Power grid:
The bar under the picture is 20 µm long. Pins as bars on the die edge. Tap cells in gray.
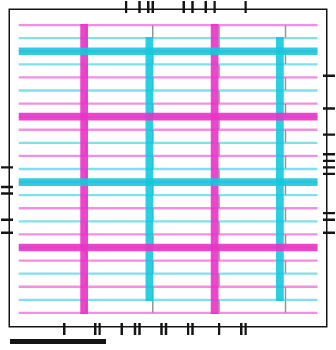
Placement by cell class:
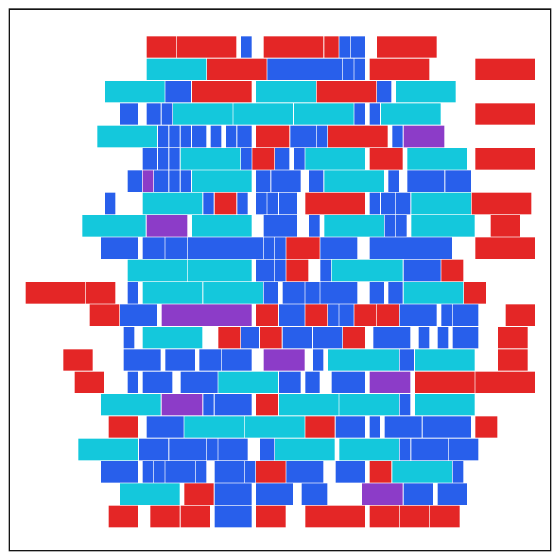
Clock distribution:
The bar under the picture is 20 µm long.
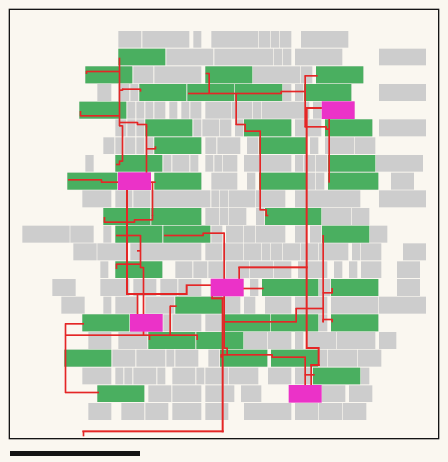
Metal layers overlaid:
The bar under the picture is 20 µm long. Two of the layers only.
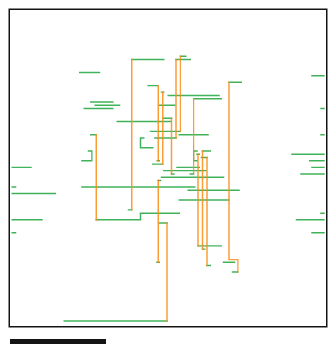
Design serial_adder_ctrl, sky130hd; sources not shown.
==> out/metrics.yaml <==
clock_tree:
  clk_pin_slew_ns: 0.07
  cts_root_buf: "clkbuf_8"
  postCtsSetupBuffers: 4
  hold_buffers: 0
  htree_levels: 2
  cts_resized: 14
  cts_max_path_buffers: 2
  cts-buffers-inserted: 5
  clock-sinks: 41
  cts_tree: "yes"
finish:
  fin_nets: 260
  sh_comb_area_pct: 34.93
  inverters_excl_clock: 3
  stdcell_count: 284
  ff_count: 41
  logic_area_um2: 929.6
  largest_register_ffs: 8
  most-common-layout-cells: "dfxtp_1 (36), nand2_1 (29), nor2_1 (20), clkdlybuf4s50_1 (20), a21oi_1 (19)"
  largest_cell_class: "logic gates"
  seqCellArea_um2: 832.0
  fillers: 223
  clkCellAreaFrac_pct: 4.372
  lay_top_count: "dfxtp_1"
  nonClockBufferCount: 57
  drive_above_1_share_pct: 35.17
  diodes: 0
  syn_to_final_growth_pct: 50.42
  n_clock_buffer: 7
  logic_gate_count: 127
status:
  status: "finished with violations"
  violations: "setup timing"
synthesis:
  edf_count: 0
  ys_seq_share_pct: 46.39
  synthAdderAreaFrac_pct: 2.122
  fp_nets: 209
  top_cells_by_count: "dfxtp_1 (41), nand2_1 (32), a21oi_1 (21), nor2_1 (21), a211oi_2 (14)"
  ff_type: "dfxtp_1"
  top_cell: "dfxtp_1"
  ys_sh_mux_pct: 7.355
  syn_area_per_cell_um2: 9.615
  ys_sh_aoi_pct: 19.38
  synth_flops: 41
  yosys.area_share.simple_pct: 17.96
  synth_warnings: 0
  async_flop_share_pct: 0
  synth.top_cell.area_share_pct: 46.39
  synthTopLogicFamily: "AND-OR/OR-AND gates"
  yosysTopAreaCell: "dfxtp_1"
  ys_area_mm2: 0.001769
  yosys_cells: 184
  syn_area_mm2: 0.001769
  top_cells_by_area: "dfxtp_1 (46%), a211oi_2 (9.9%), mux2i_1 (7.4%)"
  synth_cell_types: 25
  ys_sh_xor_pct: 0.4950
power:
  intPower_mw: 2.335
  p_sw_share_pct: 25.64
  power.total_mw: 3.141
  p_comb_share_pct: 17.2
  pwr-share-seq_pct: 46.5
  power.density_mw_per_mm2: 1180
  power.leakage_nw: 0.9936
  p_switching_mw: 0.8055
drt:
  drt_iter0_markers: 61
  drt_pass1_iterations: 5
  ant_nets: 0
  wl_met1_mm: 1.808
  drc: 0
  dr_wl_met2_mm: 2.351
  routed.top_layer: "met4"
  met3WireLength_um: 277
  vias_per_cell: 5.665
floorplan:
  initCoreUtil_pct: 47.61
  ios: 37
  nWellTaps: 48
  dieArea_mm2: 0.004316
grt:
  use_met3_pct: 4.281
  grt_antenna_before_repair: 0
  grt_max_degree: 30
  grt_busiest_layer: "met2"
  grt.met1_usage_pct: 24.68
  grt_pass1_vias: 1572
  grt_pass1_wl_mm: 7.107
  grt_overflow: 0
  grt_use_met2_pct: 38.01
worst_setup_path:
  path_class: "flop to flop"
  cp_data_arrival_time_ns: 1.57
  cpMaxStageDelayCell: "dfxtp_2"
  cp_max_fo: 4
  reg2reg_depth: 6
  crit_family: "flip-flops"
  cpMostUsedCell: "ha_4"
  r2r_slack_ns: -0.12
  critPathRequiredTime_ns: 1.45
  slowest_delay_ns: 0.36
  cp.depth: 6
  path_buffers: 1
  endpoint_kind: "flop"
  crit_path_cell_trace: "ha_4 > ha_4 > and3b_2 > buf_6 > nand2_1 > a21oi_1"
  startpoint_type: "flop"
placed_design:
  dp_hpwl_mm: 2.651
  dpl_cell_area_mm2: 0.002394
  port_buffers: 36
  routabilityCongestion: 0.7282
timing:
  finalHoldViolCount: 0
  min_period_over_period_pct: 110.0
  worst_slew_pin_slew_ns: 0.3803
  rsz0062_at_grt: "yes"
  slew_headroom_pct: 74.29
  hold_slack_ns: 0.2613
  fmax_mhz: 751.1
  fin_ws_ns: -0.1213
  post-route-min-period_ns: 1.331
  finalSetupViolCount: 17
min_path:
  min_path_cells: 2
  hold_class: "input pin to flop"
job:
  drv_cap: 0
  openroad.warnings: 30
## Picture notes: 'power grid'
Key: magenta = VSS; cyan = VDD
37 signal pins sit on the boundary. The core has 22 rows.
die width: 65.70 µm
Core ar.: 0.003716 mm²
Die H: 65.70 µm
Worst VDD drop: 743.2 µV

## Picture notes: 'placement by cell class'
Key: blue = remaining logic cells [cells 130]; purple = clock drivers and dummy loads [cells 8]; cyan = sequential cells [cells 41]; red = remaining buffers and delay cells [cells 57]
num rows: 22
sequential cell area share: 31.26%
Final Instance Area: 0.002661 mm²
final core occ: 71.62%

## Picture notes: 'clock distribution'
Key: red = clock wires [length 465 µm]; green = flip-flops [count 41]; magenta = clock-net drivers [count 5]
There are 6 routed clock nets.
skew final: 0.004957 ns
P_clk: 1.14 mW
clock share of power: 36.4%
insertion delay to the later sink of the worst-skew pair: 0.30 ns

## Picture notes: 'metal layers overlaid'
Key: orange = M4 [wire length 279 µm]; green = M3 [wire length 278 µm]
final WL: 4.716 mm
Routed wire per std cell: 16.61 µm
Vias: 1609
Total Routing Usage GR: 22.11%

per-stage QoR:
step	util, %	setup slack, ns	TNS, ns
after floorplan	-	-0.2293	-1.511
after global placement	64.41	-0.2052	-4.468
after detailed placement	64.41	-0.2989	-5.646
after CTS	69.97	-0.06884	-0.3428
after global routing	71.62	-0.1618	-1.915
final	71.62	-0.1213	-1.046
power by group through the flow:
stage | Clock [mW] | Sequential, mW | Combinational (mW)
after global routing | 1.21 | 1.47 | 0.571
after global placement | 0 | 1.48 | 0.485
after floorplan | 0 | 1.55 | 0.241
after CTS | 1.15 | 1.46 | 0.515
final | 1.14 | 1.46 | 0.539
after detailed placement | 0 | 1.49 | 0.497
kinds of logic after synthesis:
kind of cell | count (synthesis)
simple gates | 67
compound gates | 42
flops | 41
buf+inv | 17
mux | 13
fa+ha+maj | 3
xor+xnor | 1
No activity file was given, so power comes from the tool's default toggle rates.
